File: config.mk
export PLATFORM = sky130hd
export DESIGN_NAME = d_cache_2way_param
export DESIGN_NICKNAME = d
export VERILOG_FILES = /design/src/rtl/d_cache_2way_param.sv
export SDC_FILE = /design/constraint.sdc
export NUM_CORES = 2
export LEC_CHECK = 0
export CORE_UTILIZATION = 38
export CTS_CLUSTER_SIZE = 12
export DETAILED_ROUTE_END_ITERATION = 8
export MAX_ROUTING_LAYER = met4
export PLACE_DENSITY = 0.64
export SKIP_CTS_REPAIR_TIMING = 1
export SYNTH_ARGS = -nofsm -noshare
export SYNTH_HDL_FRONTEND = slang
export SYNTH_SLANG_ARGS = --single-unit
File: constraint.sdc
create_clock -name clk -period 5.5 [get_ports clk]
set_input_delay 0.55 -clock clk [delete_from_list [all_inputs] [get_ports clk]]
set_output_delay 0.55 -clock clk [all_outputs]
set_load 0.05 [all_outputs]
File: src/rtl/d_cache_2way_param.sv
// d_cache_2way_param: 2-way set-associative, write-back, write-allocate data
// cache with 4 words per line and one LRU bit per set. A miss optionally
// writes back a dirty victim, then refills the line; the access then completes
// as an ordinary hit on the following IDLE cycle.
// Optional feature: define DCACHE_PERF_CNT_EN to add the hit_cnt/miss_cnt
// performance counter outputs.
module d_cache_2way_param #(
    parameter int NUM_SETS = 4
) (
    input  logic         clk,
    input  logic         rst_n,
    input  logic         DCACHE_ren,
    input  logic         DCACHE_wen,
    input  logic [29:0]  DCACHE_addr,
    input  logic [31:0]  DCACHE_wdata,
    output logic         DCACHE_stall,
    output logic [31:0]  DCACHE_rdata,
    output logic         mem_read_D,
    output logic         mem_write_D,
    output logic [27:0]  mem_addr_D,
    output logic [127:0] mem_wdata_D,
    input  logic [127:0] mem_rdata_D,
    input  logic         mem_ready_D
`ifdef DCACHE_PERF_CNT_EN
    ,
    output logic [31:0]  hit_cnt,
    output logic [31:0]  miss_cnt
`endif
);

    localparam int INDEX_W = $clog2(NUM_SETS);
    localparam int TAG_W   = 28 - INDEX_W;

    typedef enum logic [1:0] {IDLE, WRITEBACK, ALLOCATE} state_t;

    state_t state_q, state_d;
    logic   victim_q, victim_d;

    logic               valid_q [2][NUM_SETS];
    logic               dirty_q [2][NUM_SETS];
    logic               lru_q   [NUM_SETS];
    logic [TAG_W-1:0]   tag_q   [2][NUM_SETS];
    logic [127:0]       data_q  [2][NUM_SETS];

    logic [INDEX_W-1:0] set_idx;
    logic [TAG_W-1:0]   addr_tag;
    logic [1:0]         word_off;
    logic               req, hit0, hit1, hit, hit_way, victim_sel;
    logic               hit_done, wb_done, fill_done;
    logic [127:0]       hit_line;

    assign set_idx    = DCACHE_addr[INDEX_W+1:2];
    assign addr_tag   = DCACHE_addr[29:INDEX_W+2];
    assign word_off   = DCACHE_addr[1:0];
    assign req        = DCACHE_ren | DCACHE_wen;
    assign hit0       = valid_q[0][set_idx] && (tag_q[0][set_idx] == addr_tag);
    assign hit1       = valid_q[1][set_idx] && (tag_q[1][set_idx] == addr_tag);
    assign hit        = hit0 | hit1;
    assign hit_way    = hit1 & ~hit0;
    assign victim_sel = !valid_q[0][set_idx] ? 1'b0 :
                        (!valid_q[1][set_idx] ? 1'b1 : lru_q[set_idx]);
    assign hit_done   = rst_n && (state_q == IDLE) && req && hit;
    assign wb_done    = rst_n && (state_q == WRITEBACK) && mem_ready_D;
    assign fill_done  = rst_n && (state_q == ALLOCATE) && mem_ready_D;
    assign hit_line   = hit_way ? data_q[1][set_idx] : data_q[0][set_idx];

    // State register and latched victim way
    always_ff @(posedge clk) begin
        if (!rst_n) begin
            state_q  <= IDLE;
            victim_q <= 1'b0;
        end else begin
            state_q  <= state_d;
            victim_q <= victim_d;
        end
    end

    // Next-state and memory-side outputs; reset forces every output quiet
    always_comb begin
        state_d      = state_q;
        victim_d     = victim_q;
        DCACHE_stall = 1'b0;
        mem_read_D   = 1'b0;
        mem_write_D  = 1'b0;
        mem_addr_D   = DCACHE_addr[29:2];
        mem_wdata_D  = '0;
        if (!rst_n) begin
            mem_addr_D = '0;
            state_d    = IDLE;
        end else begin
            case (state_q)
                IDLE: begin
                    if (req && !hit) begin
                        DCACHE_stall = 1'b1;
                        victim_d     = victim_sel;
                        state_d      = (valid_q[victim_sel][set_idx] && dirty_q[victim_sel][set_idx])
                                       ? WRITEBACK : ALLOCATE;
                    end
                end
                WRITEBACK: begin
                    DCACHE_stall = 1'b1;
                    mem_write_D  = 1'b1;
                    mem_addr_D   = {tag_q[victim_q][set_idx], set_idx};
                    mem_wdata_D  = data_q[victim_q][set_idx];
                    if (mem_ready_D) state_d = ALLOCATE;
                end
                ALLOCATE: begin
                    DCACHE_stall = 1'b1;
                    mem_read_D   = 1'b1;
                    if (mem_ready_D) state_d = IDLE;
                end
                default: state_d = IDLE;
            endcase
        end
    end

    // Read data comes straight from the hitting line, zero otherwise
    always_comb begin
        DCACHE_rdata = '0;
        if (rst_n && (state_q == IDLE) && DCACHE_ren && hit)
            DCACHE_rdata = hit_line[{word_off, 5'b0} +: 32];
    end

    // Line status bits: valid, dirty and per-set LRU
    always_ff @(posedge clk) begin
        if (!rst_n) begin
            for (int s = 0; s < NUM_SETS; s++) begin
                valid_q[0][s] <= 1'b0;
                valid_q[1][s] <= 1'b0;
                dirty_q[0][s] <= 1'b0;
                dirty_q[1][s] <= 1'b0;
                lru_q[s]      <= 1'b0;
            end
        end else begin
            if (hit_done) begin
                lru_q[set_idx] <= ~hit_way;
                if (DCACHE_wen) dirty_q[hit_way][set_idx] <= 1'b1;
            end
            if (wb_done) dirty_q[victim_q][set_idx] <= 1'b0;
            if (fill_done) begin
                valid_q[victim_q][set_idx] <= 1'b1;
                dirty_q[victim_q][set_idx] <= 1'b0;
            end
        end
    end

    // Tag and data arrays: refill on allocate, word merge on write hit
    always_ff @(posedge clk) begin
        if (rst_n) begin
            if (hit_done && DCACHE_wen)
                data_q[hit_way][set_idx][{word_off, 5'b0} +: 32] <= DCACHE_wdata;
            if (fill_done) begin
                data_q[victim_q][set_idx] <= mem_rdata_D;
                tag_q[victim_q][set_idx]  <= addr_tag;
            end
        end
    end

`ifdef DCACHE_PERF_CNT_EN
    logic miss_start;
    logic refilled_q;

    assign miss_start = rst_n && (state_q == IDLE) && req && !hit;

    // Hit/miss counters; the hit that finishes a refilled access is not a hit
    always_ff @(posedge clk) begin
        if (!rst_n) begin
            hit_cnt    <= '0;
            miss_cnt   <= '0;
            refilled_q <= 1'b0;
        end else begin
            if (miss_start) miss_cnt <= miss_cnt + 32'd1;
            if (fill_done) refilled_q <= 1'b1;
            if (hit_done) begin
                if (!refilled_q) hit_cnt <= hit_cnt + 32'd1;
                refilled_q <= 1'b0;
            end
        end
    end
`endif

endmodule

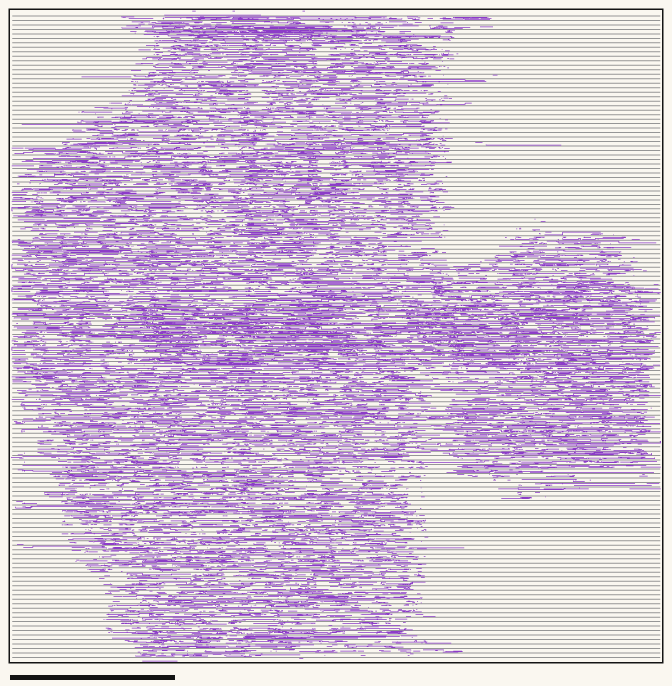
(the metal 1 layer)
The bar under the picture is 100 um long. Supply wires on this layer in gray.
share of all routed wire: 38%
wire length on this layer: 75.7 mm
main direction: horizontal
nets with wire on the layer: 3628
met1 Use GR: 0.343
Routed WL: 197000 um
DR vias: 36200

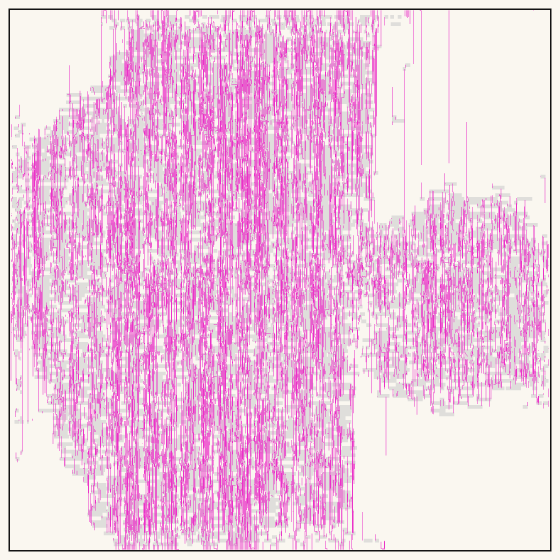
(metal 2)
Cells faint in the background.
nets with wire on the layer: 3577
wire length on this layer: 89.4 mm
met2 usage: 0.371

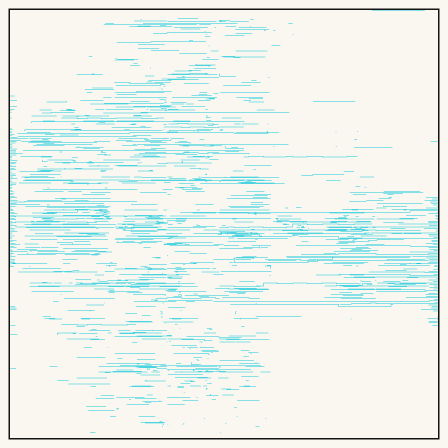
(M3 wires)
share of all routed wire: 11%
main direction: horizontal
wire length on this layer: 21.7 mm
nets with wire on the layer: 651
longest straight run: 212 um
GRT met3 Usage: 0.0605

==> changes_impl.md <==
### Metrics

* Outcome: completed
* CP endpoint kind: output pin
* Core outline area at roughly 0.15 mm^2
* Routed len/inst at ~34 um
* Initial antenna violation count at 24
* Die H at between 300 and 400 um
* Worst Hold Slack at ~460 ps
* Io pins at between 300 and 400
* Max-cap violations at 0
* Chip area at between 0.15 and 0.2 mm^2
* Post-Place Cells at ~5600
* Routability cong. at ~0.9
* Clk_lat worst skew at a little over 800 ps
* Post-synthesis instance area at roughly 0.059 mm^2
* Critical path class: register to output pin
* Distinct cell type count after synthesis at approximately 70
* Sequential power at approximately 11000 uW
* Sequential power share at 0.496
* Max power group: sequential cells
* Clock power frac at 0.419
* Setup Skew at roughly 83 ps
* Detailed placement HPWL at 132000 um
* Max-slew violations at 0
* Maximum root-to-sink buffer count at 3
* Final Non-Filler Cells at ~5800
* Required time of the critical path at between 4000 and 5000 ps
* Area share, top type at 0.630
* Setup violators final at 0
* Final nets at approximately 3900
* Inserted Clock Buffers at approximately 140
* Clk root buf: clkbuf_16
* Worst Path Arrival at about 5000 ps
* Dominant flop cell: edfxtp_1
* Worst IR drop on VDD at roughly 0.3 mV
* Die X at 395 um
* RSZ-0062 raised after global routing: no
* Cells after synthesis at 3150
* Worst Hold Class: register to register
* Post-layout period usage of the worst path at 0.986
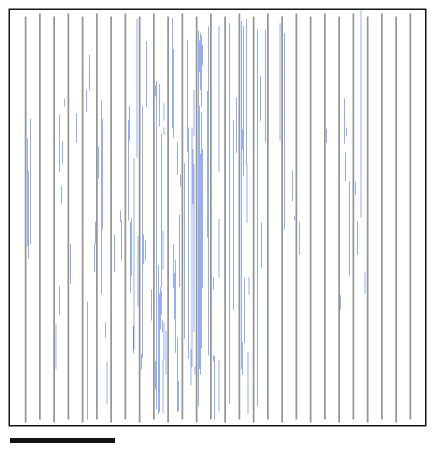
(met4 routing)
The bar under the picture is 100 um long. Supply wires on this layer in gray.
wire length on this layer: 9830 um
longest straight run: 362 um
main direction: vertical

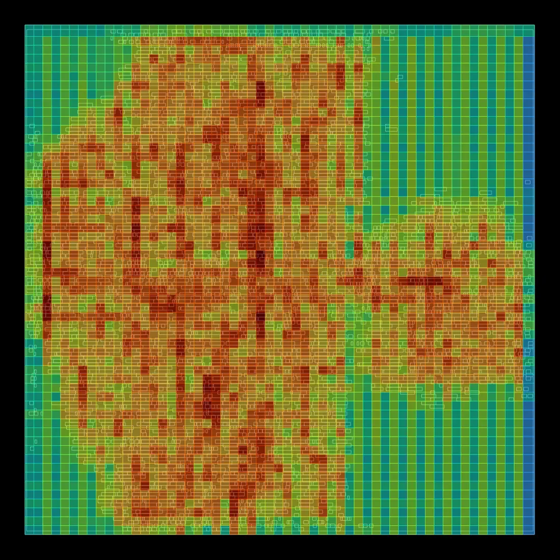
(routing congestion)
busiest grt layer: met2
Final Util: 0.472

[kinds of logic (layout without fill, tap and decap cells)]
logic type | after synthesis | count (layout) | share of synthesized area
XOR/XNOR | 49 | 49 | 0.00730
buffers and inverters | 275 | 908 | 0.0196
adder cells (fa/ha/maj) | 9 | 9 | 0.00192
multiplexers | 759 | 759 | 0.247
AND-OR/OR-AND | 424 | 424 | 0.0562
other | 0 | 29 | 0
flip-flops | 1256 | 1256 | 0.638
AND/OR/NAND/NOR | 378 | 379 | 0.0306
[layout make-up]
cell class | instances | area [um^2] | area share
Tap cell | 2030 | 2540 | 0.0352
Antenna cell | 29 | 72.6 | 0.00101
Sequential cell | 1256 | 37500 | 0.520
Multi-Input combinational cell | 1620 | 20600 | 0.286
Timing Repair Buffer | 650 | 6940 | 0.0962
Inverter | 10 | 37.5 | 0.000521
Clock buffer | 181 | 3660 | 0.0507
Clock inverter | 67 | 712 | 0.00988
[registers in the layout, summed over array words and instances, names as in the netlist, named ones only]
name      flops
lru_q         4
tag_q       208
data_q     1024
state_q       2
valid_q       8
victim_q      1
dirty_q       8
[stage by stage]
stage | power, uW | setup TNS [ps] | setup WS, ps | util | area, um^2
after floorplan | 11800 | -210470 | -399 | - | 58900
after global placement | 12600 | -1140 | -428 | 0.442 | 67500
after detailed placement | 12600 | -969 | -376 | 0.442 | 67500
after CTS | 21500 | -2510 | -624 | 0.470 | 71800
after global routing | 22000 | 0 | 17.8 | 0.472 | 72100
final | 21400 | 0 | 76.5 | 0.472 | 72100
[cell usage after synthesis (8+ instances only)]
library cell / instances
edfxtp_1: 1233
mux4_2: 550
nor2_1: 203
mux2i_1: 199
clkbuf_1: 161
a22o_1: 130
a211oi_1: 77
buf_1: 56
nor3_1: 53
o22ai_1: 44
xnor2_1: 43
buf_2: 37
nand2_1: 35
a21boi_0: 30
dfxtp_1: 23
o211a_1: 22
o21ai_0: 21
nand3_1: 19
a21oi_1: 17
o221ai_1: 16
o211ai_1: 14
o31ai_1: 14
nor4_1: 13
a21o_1: 9
ha_1: 9
inv_1: 9
a211o_1: 8
nand4_1: 8
nor4b_2: 8
[routing by layer]
layer | wire length, um | track usage | vias to the layer above
li1 | - | - | 14500
met1 | 75700 | 0.343 | 19200
met2 | 89400 | 0.371 | 2140
met3 | 21700 | 0.0605 | 282
met4 | 9830 | 0.123 | 0
met5 | 0 | - | -
[critical path, cell delays in order (launching register included)]
cell,delay (ps)
edfxtp_1,370
mux4_2,530
xnor2_2,160
nand4_1,140
or4bb_4,580
or4_4,690
and2_4,250
buf_6,180
a211oi_4,450
buf_6,180
nor4b_2,240
buf_4,180
buf_12,130
[final timing paths]
| check | from | end | slack (ps) | depth (start not counted) |
|---|---|---|---|---|
| setup / recovery | tag_q[0][11] | DCACHE_rdata[5] | 80 | 12 |
| hold / removal | valid_q[0][1] | valid_q[0][1] | 460 | 1 |
| setup reg to reg | tag_q[0][11] | data_q[1][44] | 990 | 12 |
| hold reg to reg | valid_q[0][1] | valid_q[0][1] | 460 | 1 |
No activity file was given, so power comes from the tool's default toggle rates.
